Figure 1. The metal 1 layer.
Cells faint in the background.
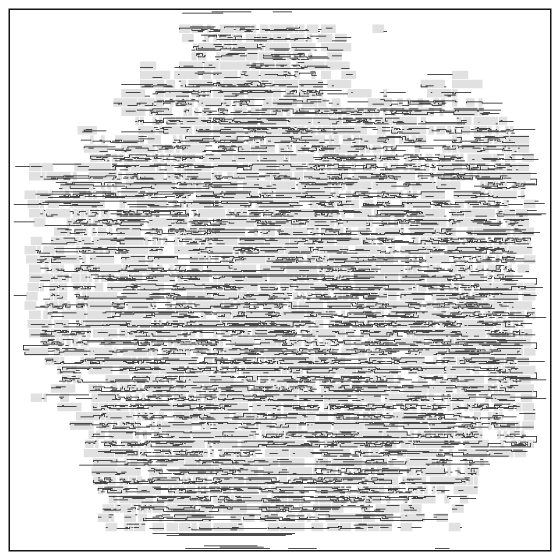
Figure 2. Signal wires on met2.
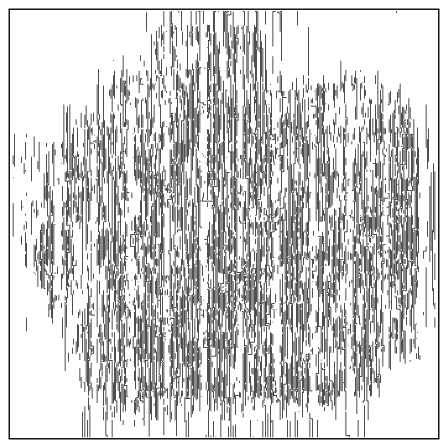
Figure 3. Metal 4.
Cells faint in the background.
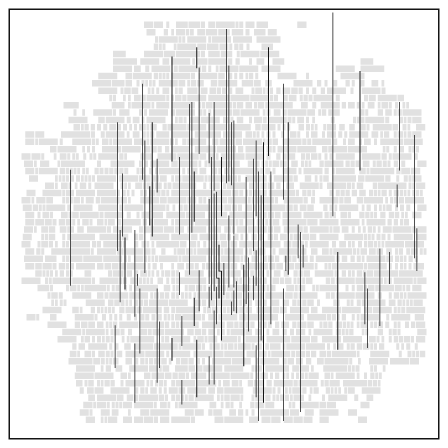
Figure 4. Cell density map.
Bar = 50 um. The die is cut into 16 by 16 equal tiles; dark blue is low, red is high, 0 to 100% covered.
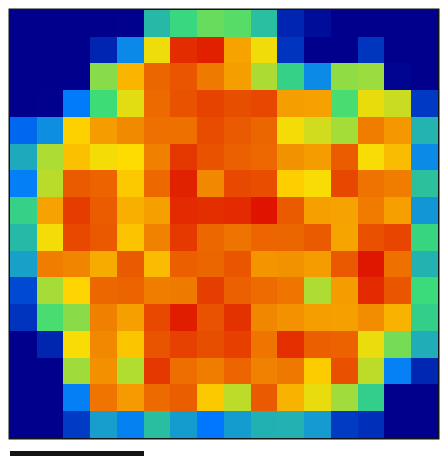
Figure 5. Routing congestion.
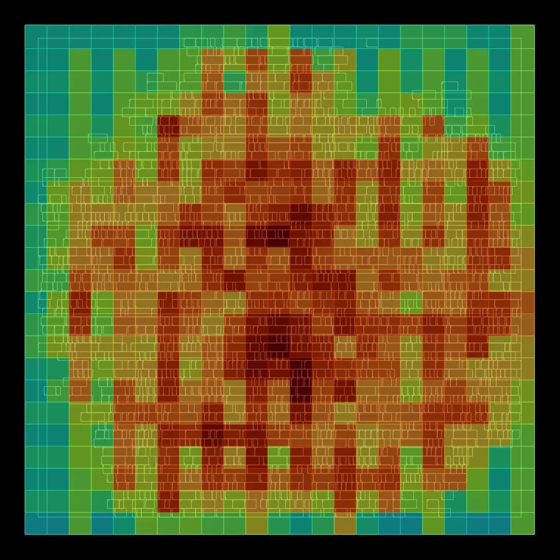
`src/rtl/layer_compositor_pkg.sv`:
```
// layer_compositor_pkg
// Shared definitions for the layer compositor: register word addresses,
// the per-layer colour-key record and the visible screen dimensions used
// by the optional border overlay.
package layer_compositor_pkg;

    // Register word addresses
    localparam int REG_BG       = 'h00;
    localparam int REG_LAYER_EN = 'h01;
    localparam int REG_COMMIT   = 'h02;
    localparam int REG_BORDER   = 'h03;
    localparam int REG_KEY_BASE = 'h10;

    // Key colour field width and the bit that enables keying in a KEY write
    localparam int KEY_WIDTH   = 12;
    localparam int KEY_EN_BIT  = 12;

    // Visible screen size
    localparam int SCREEN_W = 640;
    localparam int SCREEN_H = 480;

    typedef struct packed {
        logic                 key_en;
        logic [KEY_WIDTH-1:0] color;
    } key_cfg_t;

endpackage

```
`src/rtl/compositor_prio_sel.sv`:
```
// compositor_prio_sel
// Combinational lowest-index priority encoder over the opaque vector plus
// the matching colour mux. Layer 0 has the highest priority.
// Ports:
//   opaque     in  LAYERS              per-layer opaque flags
//   pix        in  LAYERS*COLOR_WIDTH  packed layer colours, layer k at [k*CW +: CW]
//   any_opaque out 1                   at least one layer is opaque
//   sel_pix    out COLOR_WIDTH         colour of the winning layer (0 if none)
module compositor_prio_sel #(
    parameter int LAYERS      = 5,
    parameter int COLOR_WIDTH = 12
) (
    input  logic [LAYERS-1:0]             opaque,
    input  logic [LAYERS*COLOR_WIDTH-1:0] pix,
    output logic                          any_opaque,
    output logic [COLOR_WIDTH-1:0]        sel_pix
);

    // Walk from the lowest priority upward so the last hit is the lowest index
    always_comb begin
        any_opaque = 1'b0;
        sel_pix    = '0;
        for (int k = LAYERS - 1; k >= 0; k--) begin
            if (opaque[k]) begin
                any_opaque = 1'b1;
                sel_pix    = pix[k*COLOR_WIDTH +: COLOR_WIDTH];
            end
        end
    end

endmodule

```
`src/rtl/layer_compositor.sv`:
```
// layer_compositor
// Composites LAYERS colour streams per pixel: the first enabled layer whose
// colour does not match its colour key wins, otherwise the background colour.
// Configuration is written into staging registers and copied to the active
// set on the first pixel of a frame after a COMMIT. Two pix_ce beats of
// latency for pixel, visible and syncs.
// Optional feature macro: LAYER_COMPOSITOR_BORDER_EN (border overlay with
// x_in/y_in inputs and register 0x03).
// Ports:
//   clk, rst                  clock, synchronous active-high reset
//   waddr, wdata, wen         register write port (independent of pix_ce)
//   pix_ce                    pixel clock enable
//   frame_start               first pixel of a frame (qualified by pix_ce)
//   visible_in, hsync_in, vsync_in   video timing in
//   x_in, y_in                pixel coordinates (border build only)
//   layer_pixel               packed layer colours
//   pixel_out, visible_out, hsync_out, vsync_out   delayed video out
//   commit_pending            staged config waiting for frame start
module layer_compositor
    import layer_compositor_pkg::*;
#(
    parameter int             LAYERS      = 5,
    parameter int             COLOR_WIDTH = 12,
    parameter int             ADDR_WIDTH  = 8,
    parameter int             DATA_WIDTH  = 32,
    parameter logic [11:0]    DEFAULT_KEY = 12'hFFF
) (
    input  logic                          clk,
    input  logic                          rst,
    input  logic [ADDR_WIDTH-1:0]         waddr,
    input  logic [DATA_WIDTH-1:0]         wdata,
    input  logic                          wen,
    input  logic                          pix_ce,
    input  logic                          frame_start,
    input  logic                          visible_in,
    input  logic                          hsync_in,
    input  logic                          vsync_in,
`ifdef LAYER_COMPOSITOR_BORDER_EN
    input  logic [15:0]                   x_in,
    input  logic [15:0]                   y_in,
`endif
    input  logic [LAYERS*COLOR_WIDTH-1:0] layer_pixel,
    output logic [COLOR_WIDTH-1:0]        pixel_out,
    output logic                          visible_out,
    output logic                          hsync_out,
    output logic                          vsync_out,
    output logic                          commit_pending
);

    localparam key_cfg_t KEY_RST = '{key_en: 1'b1, color: DEFAULT_KEY};

    logic [COLOR_WIDTH-1:0] stg_bg_q, stg_bg_d, act_bg_q, act_bg_d;
    logic [LAYERS-1:0]      stg_en_q, stg_en_d, act_en_q, act_en_d;
    key_cfg_t               stg_key_q [LAYERS];
    key_cfg_t               stg_key_d [LAYERS];
    key_cfg_t               act_key_q [LAYERS];
    key_cfg_t               act_key_d [LAYERS];
    logic                   pending_q, pending_d;
    logic                   commit_now;

    logic [LAYERS*COLOR_WIDTH-1:0] s1_pix_q, s1_pix_d;
    logic [LAYERS-1:0]             s1_opaque_q, s1_opaque_d;
    logic [COLOR_WIDTH-1:0]        s1_bg_q, s1_bg_d;
    logic                          s1_vis_q, s1_vis_d, s1_hs_q, s1_hs_d, s1_vs_q, s1_vs_d;
    logic [COLOR_WIDTH-1:0]        pix_out_q, pix_out_d;
    logic                          vis_out_q, vis_out_d, hs_out_q, hs_out_d, vs_out_q, vs_out_d;

    logic                          any_opaque;
    logic [COLOR_WIDTH-1:0]        sel_pix;
    logic                          unused_wdata;

`ifdef LAYER_COMPOSITOR_BORDER_EN
    key_cfg_t stg_border_q, stg_border_d, act_border_q, act_border_d;
    logic     s1_border_q, s1_border_d;
`endif

    assign unused_wdata = ^wdata;
    assign commit_now   = pending_q && pix_ce && frame_start;

    // Register writes land in staging; a COMMIT write wins over the clear so
    // a commit arriving on the copy cycle schedules another one next frame.
    always_comb begin
        stg_bg_d  = stg_bg_q;
        stg_en_d  = stg_en_q;
        stg_key_d = stg_key_q;
        pending_d = pending_q;
`ifdef LAYER_COMPOSITOR_BORDER_EN
        stg_border_d = stg_border_q;
`endif
        if (commit_now) begin
            pending_d = 1'b0;
        end
        if (wen) begin
            if (waddr == ADDR_WIDTH'(REG_BG))       stg_bg_d  = wdata[COLOR_WIDTH-1:0];
            if (waddr == ADDR_WIDTH'(REG_LAYER_EN)) stg_en_d  = wdata[LAYERS-1:0];
            if (waddr == ADDR_WIDTH'(REG_COMMIT))   pending_d = 1'b1;
`ifdef LAYER_COMPOSITOR_BORDER_EN
            if (waddr == ADDR_WIDTH'(REG_BORDER))
                stg_border_d = '{key_en: wdata[KEY_EN_BIT], color: wdata[KEY_WIDTH-1:0]};
`endif
            for (int k = 0; k < LAYERS; k++) begin
                if (waddr == ADDR_WIDTH'(REG_KEY_BASE + k))
                    stg_key_d[k] = '{key_en: wdata[KEY_EN_BIT], color: wdata[KEY_WIDTH-1:0]};
            end
        end
    end

    // Active set copies the pre-write staging values on the commit beat
    always_comb begin
        act_bg_d  = commit_now ? stg_bg_q  : act_bg_q;
        act_en_d  = commit_now ? stg_en_q  : act_en_q;
        act_key_d = commit_now ? stg_key_q : act_key_q;
`ifdef LAYER_COMPOSITOR_BORDER_EN
        act_border_d = commit_now ? stg_border_q : act_border_q;
`endif
    end

    // Stage 1 uses the next active config so the frame_start pixel already
    // sees a freshly committed configuration.
    always_comb begin
        s1_pix_d    = s1_pix_q;
        s1_opaque_d = s1_opaque_q;
        s1_bg_d     = s1_bg_q;
        s1_vis_d    = s1_vis_q;
        s1_hs_d     = s1_hs_q;
        s1_vs_d     = s1_vs_q;
`ifdef LAYER_COMPOSITOR_BORDER_EN
        s1_border_d = s1_border_q;
`endif
        if (pix_ce) begin
            s1_pix_d = layer_pixel;
            s1_bg_d  = act_bg_d;
            s1_vis_d = visible_in;
            s1_hs_d  = hsync_in;
            s1_vs_d  = vsync_in;
            for (int k = 0; k < LAYERS; k++) begin
                s1_opaque_d[k] = act_en_d[k] &&
                    !(act_key_d[k].key_en &&
                      layer_pixel[k*COLOR_WIDTH +: COLOR_WIDTH] == COLOR_WIDTH'(act_key_d[k].color));
            end
`ifdef LAYER_COMPOSITOR_BORDER_EN
            s1_border_d = act_border_d.key_en &&
                (x_in == 16'd0 || x_in == 16'(SCREEN_W - 1) ||
                 y_in == 16'd0 || y_in == 16'(SCREEN_H - 1));
`endif
        end
    end

    compositor_prio_sel #(
        .LAYERS      (LAYERS),
        .COLOR_WIDTH (COLOR_WIDTH)
    ) u_prio_sel (
        .opaque     (s1_opaque_q),
        .pix        (s1_pix_q),
        .any_opaque (any_opaque),
        .sel_pix    (sel_pix)
    );

    // Stage 2: pick winner or background, blank outside active video
    always_comb begin
        pix_out_d = pix_out_q;
        vis_out_d = vis_out_q;
        hs_out_d  = hs_out_q;
        vs_out_d  = vs_out_q;
        if (pix_ce) begin
            vis_out_d = s1_vis_q;
            hs_out_d  = s1_hs_q;
            vs_out_d  = s1_vs_q;
            if (!s1_vis_q)
                pix_out_d = '0;
`ifdef LAYER_COMPOSITOR_BORDER_EN
            else if (s1_border_q)
                pix_out_d = COLOR_WIDTH'(act_border_q.color);
`endif
            else if (any_opaque)
                pix_out_d = sel_pix;
            else
                pix_out_d = s1_bg_q;
        end
    end

    always_ff @(posedge clk) begin
        if (rst) begin
            stg_bg_q    <= '0;
            act_bg_q    <= '0;
            stg_en_q    <= '1;
            act_en_q    <= '1;
            for (int k = 0; k < LAYERS; k++) begin
                stg_key_q[k] <= KEY_RST;
                act_key_q[k] <= KEY_RST;
            end
            pending_q   <= 1'b0;
            s1_pix_q    <= '0;
            s1_opaque_q <= '0;
            s1_bg_q     <= '0;
            s1_vis_q    <= 1'b0;
            s1_hs_q     <= 1'b1;
            s1_vs_q     <= 1'b1;
            pix_out_q   <= '0;
            vis_out_q   <= 1'b0;
            hs_out_q    <= 1'b1;
            vs_out_q    <= 1'b1;
`ifdef LAYER_COMPOSITOR_BORDER_EN
            stg_border_q <= '0;
            act_border_q <= '0;
            s1_border_q  <= 1'b0;
`endif
        end else begin
            stg_bg_q    <= stg_bg_d;
            act_bg_q    <= act_bg_d;
            stg_en_q    <= stg_en_d;
            act_en_q    <= act_en_d;
            stg_key_q   <= stg_key_d;
            act_key_q   <= act_key_d;
            pending_q   <= pending_d;
            s1_pix_q    <= s1_pix_d;
            s1_opaque_q <= s1_opaque_d;
            s1_bg_q     <= s1_bg_d;
            s1_vis_q    <= s1_vis_d;
            s1_hs_q     <= s1_hs_d;
            s1_vs_q     <= s1_vs_d;
            pix_out_q   <= pix_out_d;
            vis_out_q   <= vis_out_d;
            hs_out_q    <= hs_out_d;
            vs_out_q    <= vs_out_d;
`ifdef LAYER_COMPOSITOR_BORDER_EN
            stg_border_q <= stg_border_d;
            act_border_q <= act_border_d;
            s1_border_q  <= s1_border_d;
`endif
        end
    end

    assign pixel_out      = pix_out_q;
    assign visible_out    = vis_out_q;
    assign hsync_out      = hs_out_q;
    assign vsync_out      = vs_out_q;
    assign commit_pending = pending_q;

endmodule

```
`config.mk`:
```
export PLATFORM = sky130hd
export DESIGN_NAME = layer_compositor
export DESIGN_NICKNAME = d
export VERILOG_FILES = /design/src/rtl/layer_compositor_pkg.sv /design/src/rtl/compositor_prio_sel.sv /design/src/rtl/layer_compositor.sv
export SDC_FILE = /design/constraint.sdc
export NUM_CORES = 1
export LEC_CHECK = 0
export ABC_AREA = 1
export CORE_MARGIN = 4
export CORE_UTILIZATION = 51
export DETAILED_ROUTE_END_ITERATION = 10
export PLACE_DENSITY = 0.8
export SETUP_SLACK_MARGIN = 0.1
export SKIP_CTS_REPAIR_TIMING = 1
export SYNTH_ARGS = -nofsm -noshare
export SYNTH_HDL_FRONTEND = slang
export SYNTH_SLANG_ARGS = --single-unit
```
`constraint.sdc`:
```
create_clock -name clk -period 1.6 [get_ports clk]
set_input_delay 0.32 -clock clk [delete_from_list [all_inputs] [get_ports clk]]
set_output_delay 0.32 -clock clk [all_outputs]
set_load 0.01 [all_outputs]
```
==> run notes <==
The run has ended; figures from its reports follow.

The run finished, with violations left. The checks that failed: negative setup slack. The most critical min-delay path falls under input pin to flip-flop. The slew check shows that the tightest pin keeps a relative margin of 67.73%.

Setup violations remaining at the end of the flow were counted as 16. The portion of total power attributed to the clock network is 44.2%. The multiplexer share of the synthesized area came out at 1.460%. The worst hold slack after final layout is 288.6 ps. The detailed placement HPWL is 26.01 mm. Summed over all cells, the static leakage comes to 8.484 nW.

Looking at hold timing, the worst path starts from pix_ce. The launch point of the critical path was reported as commit_pending$_SDFF_PP0_. Per the post-route antenna check, the number of violating nets is 0.

By area, the combinational part of the netlist is dominated by simple AND/OR/NAND/NOR gates. The mean number of vias per cell came out at 5.885. The final layout report lists a non-clock buffer count of 310. The layout report gives the multi-input gate share of total cell area as 34.68%. The number of buffers created by CTS is 27. Power attributed to sequential cells is 6.73 mW. The worst-margin pin slew came out at 483.6 ps.

The sequential fraction of design power is 45.6%. The routed length on met2 is 19.38 mm. TritonCTS built the clock tree. sky130_fd_sc_hd__dfxtp_1 takes more of the synthesized area than any other cell. Setup repair after global routing could not meet its margin everywhere. By instance count after routing, the leading logic cell types are 406 x sky130_fd_sc_hd__nand2_1, 258 x sky130_fd_sc_hd__dfxtp_1, 196 x sky130_fd_sc_hd__inv_1.

The layout clock buffer count came out at 39. Traced cell by cell, the critical path runs through nand3_4, buf_12, clkinv_8, buf_12, buf_12, nand2_1, nand3_1, nand2_1, nor2_1, nand2_1, nor2_1, nand2_1, nand2_1, a21oi_1. The count of inserted tapcells is 285. After clock tree synthesis, the clock-pin slew on the worst setup and hold paths is 60 ps. The register bit count reported by yosys is 260. The total overflow left after global routing is 0. The routability-driven placement congestion ratio came out at 0.9266. The via count of the routed design came out at 12790.

The clock network area share came out at 5.723%. The flip-flop and latch share of the layout cell area came out at 32.62%. The number of nets in the finished design came out at 1977. The sequential cell count is 260.

The final setup slack of the worst path is -287.9 ps.
## Picture notes: Figure 1
longest straight run: 45.1 um
nets with wire on the layer: 1848

## Picture notes: Figure 2
wire length on this layer: 19400 um
nets with wire on the layer: 1679

## Picture notes: Figure 3
nets with wire on the layer: 72
main direction: vertical
share of all routed wire: 6.0%
wire length on this layer: 2470 um
longest straight run: 96.6 um

## Picture notes: Figure 4
mean over tiles: 62%
nearly empty tiles: 13%
fullest tile: 98%

## Picture notes: Figure 5
GRT met1 Usage: 35.39%
fin util: 70.80%
peak-usage layer in the global routing report: met2
met2 capacity usage during global routing: 47.69%

Power is estimated from default activity; no workload was simulated.
